[src/rtl/uart_pkg.sv]
// rtl/uart_pkg.sv - shared encodings for the UART transmit block
package uart_pkg;

    typedef enum logic [1:0] {
        IDLE  = 2'd0,
        START = 2'd1,
        DATA  = 2'd2,
        STOP  = 2'd3
    } tx_state_t;

    localparam int CTRL_TXEN  = 0;
    localparam int CTRL_IRQEN = 1;
    localparam int CTRL_FULL  = 2;
    localparam int CTRL_OVR   = 3;
    localparam int CTRL_BUSY  = 4;

    localparam int DATA_BITS  = 8;

endpackage

[src/rtl/uart_baud_gen.sv]
// rtl/uart_baud_gen.sv - bit-period down-counter producing a bit_end pulse
module uart_baud_gen #(
    parameter int BAUD_W = 16
) (
    input  logic              clk,
    input  logic              rst_n,
    input  logic              run,
    input  logic              load,
    input  logic [BAUD_W-1:0] bauddiv,
    output logic              bit_end
);

    logic [BAUD_W-1:0] cnt;

    // A load cycle never ends a bit, so the first period of a frame is full length.
    assign bit_end = run & ~load & (cnt == '0);

    always_ff @(posedge clk or negedge rst_n) begin
        if (!rst_n) begin
            cnt <= '0;
        end else if (load) begin
            cnt <= bauddiv;
        end else if (!run) begin
            cnt <= '0;
        end else if (cnt == '0) begin
            cnt <= bauddiv;
        end else begin
            cnt <= cnt - 1'b1;
        end
    end

endmodule

[src/rtl/uart_tx_regs.sv]
// rtl/uart_tx_regs.sv - UART TX register file (CTRL, BAUDDIV, holding reg) and 8N1 serialiser
module uart_tx_regs
    import uart_pkg::*;
#(
    parameter int DATA_W = 32,
    parameter int BAUD_W = 16
) (
    input  logic              clk,
    input  logic              rst_n,
    input  logic              sel_tr,
    input  logic              sel_ctrl,
    input  logic              sel_baud,
    input  logic              enable,
    input  logic              write,
    input  logic [DATA_W-1:0] wdata,
    output logic [DATA_W-1:0] rdata,
    output logic              txd,
    output logic              tx_busy,
    output logic              tx_irq
);

    logic              wr_tr;
    logic              wr_ctrl;
    logic              wr_baud;

    logic              tx_en;
    logic              irq_en;
    logic              hold_full;
    logic              overrun;
    logic [7:0]        hold_data;
    logic [BAUD_W-1:0] bauddiv;

    tx_state_t         state;
    logic [7:0]        shift;
    logic [2:0]        bit_idx;

    logic              bit_end;
    logic              start_idle;
    logic              start_b2b;
    logic              load_hold;
    logic              wr_accept;
    logic [4:0]        ctrl_rd;
    logic              unused_wdata;

    assign wr_tr   = sel_tr   & enable & write;
    assign wr_ctrl = sel_ctrl & enable & write;
    assign wr_baud = sel_baud & enable & write;

    assign start_idle = (state == IDLE) & tx_en & hold_full;
    assign start_b2b  = (state == STOP) & bit_end & tx_en & hold_full;
    assign load_hold  = start_idle | start_b2b;

    // The holding register can be refilled in the same cycle the FSM drains it.
    assign wr_accept  = wr_tr & (~hold_full | load_hold);

    assign tx_busy = (state != IDLE);
    assign tx_irq  = irq_en & ~hold_full;

    assign unused_wdata = &{1'b0, wdata[DATA_W-1:BAUD_W]};

    uart_baud_gen #(
        .BAUD_W (BAUD_W)
    ) u_baud_gen (
        .clk     (clk),
        .rst_n   (rst_n),
        .run     (tx_busy),
        .load    (start_idle),
        .bauddiv (bauddiv),
        .bit_end (bit_end)
    );

    always_ff @(posedge clk or negedge rst_n) begin
        if (!rst_n) begin
            tx_en     <= 1'b0;
            irq_en    <= 1'b0;
            bauddiv   <= '0;
            hold_data <= '0;
            hold_full <= 1'b0;
            overrun   <= 1'b0;
        end else begin
            if (wr_ctrl) begin
                tx_en  <= wdata[CTRL_TXEN];
                irq_en <= wdata[CTRL_IRQEN];
            end
            if (wr_baud) begin
                bauddiv <= wdata[BAUD_W-1:0];
            end
            if (wr_accept) begin
                hold_data <= wdata[7:0];
            end
            if (wr_accept) begin
                hold_full <= 1'b1;
            end else if (load_hold) begin
                hold_full <= 1'b0;
            end
            if (wr_tr & ~wr_accept) begin
                overrun <= 1'b1;
            end else if (wr_ctrl & wdata[CTRL_OVR]) begin
                overrun <= 1'b0;
            end
        end
    end

    // txd is assigned the value for the state being entered, so it is glitch-free.
    always_ff @(posedge clk or negedge rst_n) begin
        if (!rst_n) begin
            state   <= IDLE;
            shift   <= '0;
            bit_idx <= '0;
            txd     <= 1'b1;
        end else begin
            case (state)
                IDLE: begin
                    txd <= 1'b1;
                    if (start_idle) begin
                        shift <= hold_data;
                        state <= START;
                        txd   <= 1'b0;
                    end
                end
                START: begin
                    if (bit_end) begin
                        state   <= DATA;
                        bit_idx <= '0;
                        txd     <= shift[0];
                    end
                end
                DATA: begin
                    if (bit_end) begin
                        if (bit_idx == 3'(DATA_BITS - 1)) begin
                            state <= STOP;
                            txd   <= 1'b1;
                        end else begin
                            shift   <= shift >> 1;
                            bit_idx <= bit_idx + 3'd1;
                            txd     <= shift[1];
                        end
                    end
                end
                STOP: begin
                    if (bit_end) begin
                        if (start_b2b) begin
                            shift <= hold_data;
                            state <= START;
                            txd   <= 1'b0;
                        end else begin
                            state <= IDLE;
                            txd   <= 1'b1;
                        end
                    end
                end
                default: begin
                    state <= IDLE;
                    txd   <= 1'b1;
                end
            endcase
        end
    end

    assign ctrl_rd = {tx_busy, overrun, hold_full, irq_en, tx_en};

    always_comb begin
        rdata = '0;
        if (sel_tr) begin
            rdata[7:0] = hold_data;
        end else if (sel_ctrl) begin
            rdata[4:0] = ctrl_rd;
        end else if (sel_baud) begin
            rdata[BAUD_W-1:0] = bauddiv;
        end
    end

endmodule
[config.mk]
export PLATFORM = sky130hd
export DESIGN_NAME = uart_tx_regs
export DESIGN_NICKNAME = d
export VERILOG_FILES = /design/src/rtl/uart_pkg.sv /design/src/rtl/uart_baud_gen.sv /design/src/rtl/uart_tx_regs.sv
export SDC_FILE = /design/constraint.sdc
export NUM_CORES = 1
export LEC_CHECK = 0
export CAP_MARGIN = 15
export CORE_MARGIN = 4
export CORE_UTILIZATION = 45
export DETAILED_ROUTE_END_ITERATION = 8
export PLACE_DENSITY = 0.79
export REMOVE_ABC_BUFFERS = 1
export SLEW_MARGIN = 30
export SYNTH_ARGS = -nofsm -noshare
export SYNTH_HDL_FRONTEND = slang
export SYNTH_HIERARCHICAL = 1
export SYNTH_SLANG_ARGS = --single-unit
[constraint.sdc]
create_clock -name clk -period 2.7 [get_ports clk]
set_clock_uncertainty 0.05 [all_clocks]
set_input_delay 0.54 -clock clk [delete_from_list [all_inputs] [get_ports clk]]
set_output_delay 0.54 -clock clk [all_outputs]
set_load 0.1 [all_outputs]
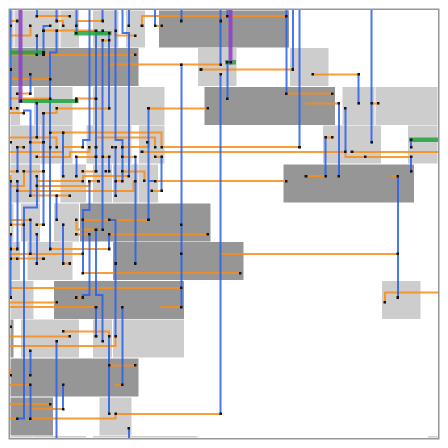
(close-up of the layout)
Region (54, 8) to (84, 38) um. Cells in grey, sequential cells in the stronger grey; small squares are vias.
legend:
  orange:
    layer: M1
  blue:
    layer: M2
  green:
    layer: M3
  purple:
    layer: M4
netlist names of flops here include: `u_baud_gen/cnt` (4), `bauddiv` (3)
cells with their middle in the window: 39
sequential cells in the window: 8
most frequent: dfrtp_1 (8), buf_4 (5), nand2_1 (4)

==> results.sh <==
# implementation run metrics
export IMPL_pg_seq_uw=1460
export IMPL_drtIter0Drc=144
export IMPL_clk_path_buf_depth=2
export IMPL_avgSynthCellArea_um2=10.90
export IMPL_path_max_fanout=10
export IMPL_aoi_share=0.1222
export IMPL_place_area_mm2=0.003885
export IMPL_num_tap_cells=96
export IMPL_place_hpwl_mm=4.746
export IMPL_syn_to_final_growth_pct=31.47
export IMPL_drc_errors=0
export IMPL_fmax_mhz=387.4
export IMPL_fp_util=0.4645
export IMPL_die_y_um=91.97
export IMPL_coreArea_mm2=0.006832
export IMPL_pwr_share_clk=0.205
export IMPL_nNonClkBuffers=64
export IMPL_critPathArrivalTime_ns=1.99
export IMPL_grt_pass1_wl_mm=11.58
export IMPL_lay_top_count="dfrtp_1"
export IMPL_cap_violations=0
export IMPL_comb_area_frac=0.3755
export IMPL_topCellsByArea="dfrtp_1 45%, mux2_2 15%, o21ai_0 4.1%"
export IMPL_hold_ws_ns=0.2890
export IMPL_chipArea_mm2=0.008458
export IMPL_powerDensity_mw_per_mm2=1183
export IMPL_comb_cells=211
export IMPL_ant_nets=0
export IMPL_adder_share=0.03943
export IMPL_p_switching_uw=2030
export IMPL_fillers=564
export IMPL_pwr_share_comb=0.500
export IMPL_logic_area_mm2=0.001567
export IMPL_seq_area_mm2=0.001454
export IMPL_setup_tns_ns=0
export IMPL_wl_mm=6.900
export IMPL_io_pins=74
export IMPL_edf_count=0
export IMPL_p_seq_frac=0.296
export IMPL_grt_start_max_net_pins=59
export IMPL_setup_viol=0
export IMPL_die_width_um=91.97
export IMPL_mostFrequentLayoutCells="56 x dfrtp_1, 41 x mux2_2, 27 x nand2_1"
export IMPL_yosys_stat_chipArea_mm2=0.003173
export IMPL_synthTopLogicFamily="multiplexers"
export IMPL_worst_r2r_path_depth=9
export IMPL_dp_cells=439
export IMPL_p_leak_uw=0.001841
export IMPL_ys_ff=58
export IMPL_postCtsResizedCells=0
export IMPL_drive_gt1_frac=0.3149
export IMPL_synth_xor_area_share=0.03312
export IMPL_rows=30
export IMPL_status="completed"
export IMPL_cts_hold_buf=0
export IMPL_hp_class="primary input to async pin"
export IMPL_finalNonFillerCells=458
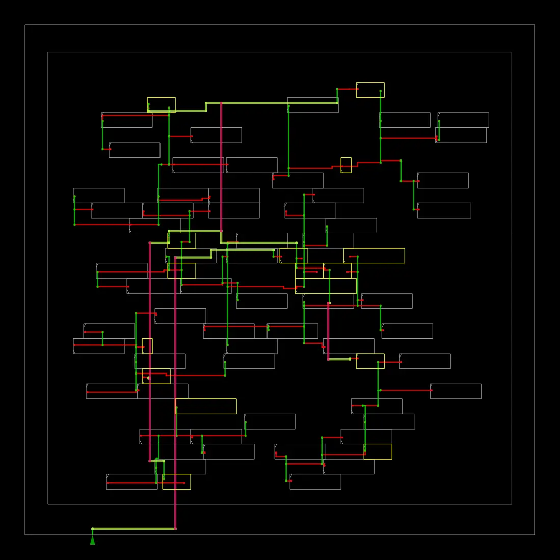
(clock wiring as the flow saved it)
CTS Buf Count: 9
Latency at later pin: 0.34 ns
Clock group: 1010 uW
clock buffer count: 11
Sinks on Clock Net: 58

[state kept, by name, indices dropped and copies added, names as in the netlist]
signal and cells:
shift 8, hold_full 1, overrun 1, irq_en 1
bit_idx 3, hold_data 8, u_baud_gen/cnt 16, tx_en 1
bauddiv 16, state 2, txd 1
[final timing paths]
kind / endpoint / slack (ns)
min: bauddiv[13] / 0.29
min reg2reg: txd / 0.43
max: rdata[6] / 0.12
min in group clk: txd / 0.43
max reg2reg: shift[6] / 0.19
max in group asynchronous: u_baud_gen/cnt[5] / 1.79
[metrics by stage]
step | power, uW | worst slack (ns) | util
2_1_floorplan | 3165 | -1.608 | -
3_5_place_dp | 3890 | 0.08561 | 0.5687
6_report | 4934 | 0.1189 | 0.6106
3_3_place_gp | 3808 | 0.09504 | 0.5687
4_1_cts | 4932 | 0.03241 | 0.6055
5_1_grt | 5245 | -0.03332 | 0.6106
[synth_stat cells (2+ instances only)]
library cell	number
a21oi_1	5
a22o_1	4
a22oi_1	6
and2_1	8
and3_1	2
buf_2	3
buf_4	17
buf_6	2
clkbuf_1	2
dfrtp_1	57
ha_1	10
inv_1	13
mux2_2	41
nand2_1	27
nand3_1	8
nand4_1	2
nor2_1	9
nor2b_1	5
nor3_1	4
nor4_1	3
o21ai_0	26
o21ai_1	2
xnor2_1	7
xor2_1	5
[layer usage]
metal,share of wire,vias up,wire (um),track usage
met5,0,-,0,0
met1,0.45,1157,3124,0.2290
met3,0.053,11,366,0.04758
met4,0.020,0,138,0.08663
li1,-,1127,-,-
met2,0.47,60,3271,0.2689
[critical path: stages]
cell and delay, ns:
clkdlybuf4s50_1 0.47, nor2b_1 0.17, nor2b_1 0.21, buf_4 0.20
a22o_1 0.21, buf_12 0.19
Power figures rest on the tool's default switching activity, not on a simulated workload.
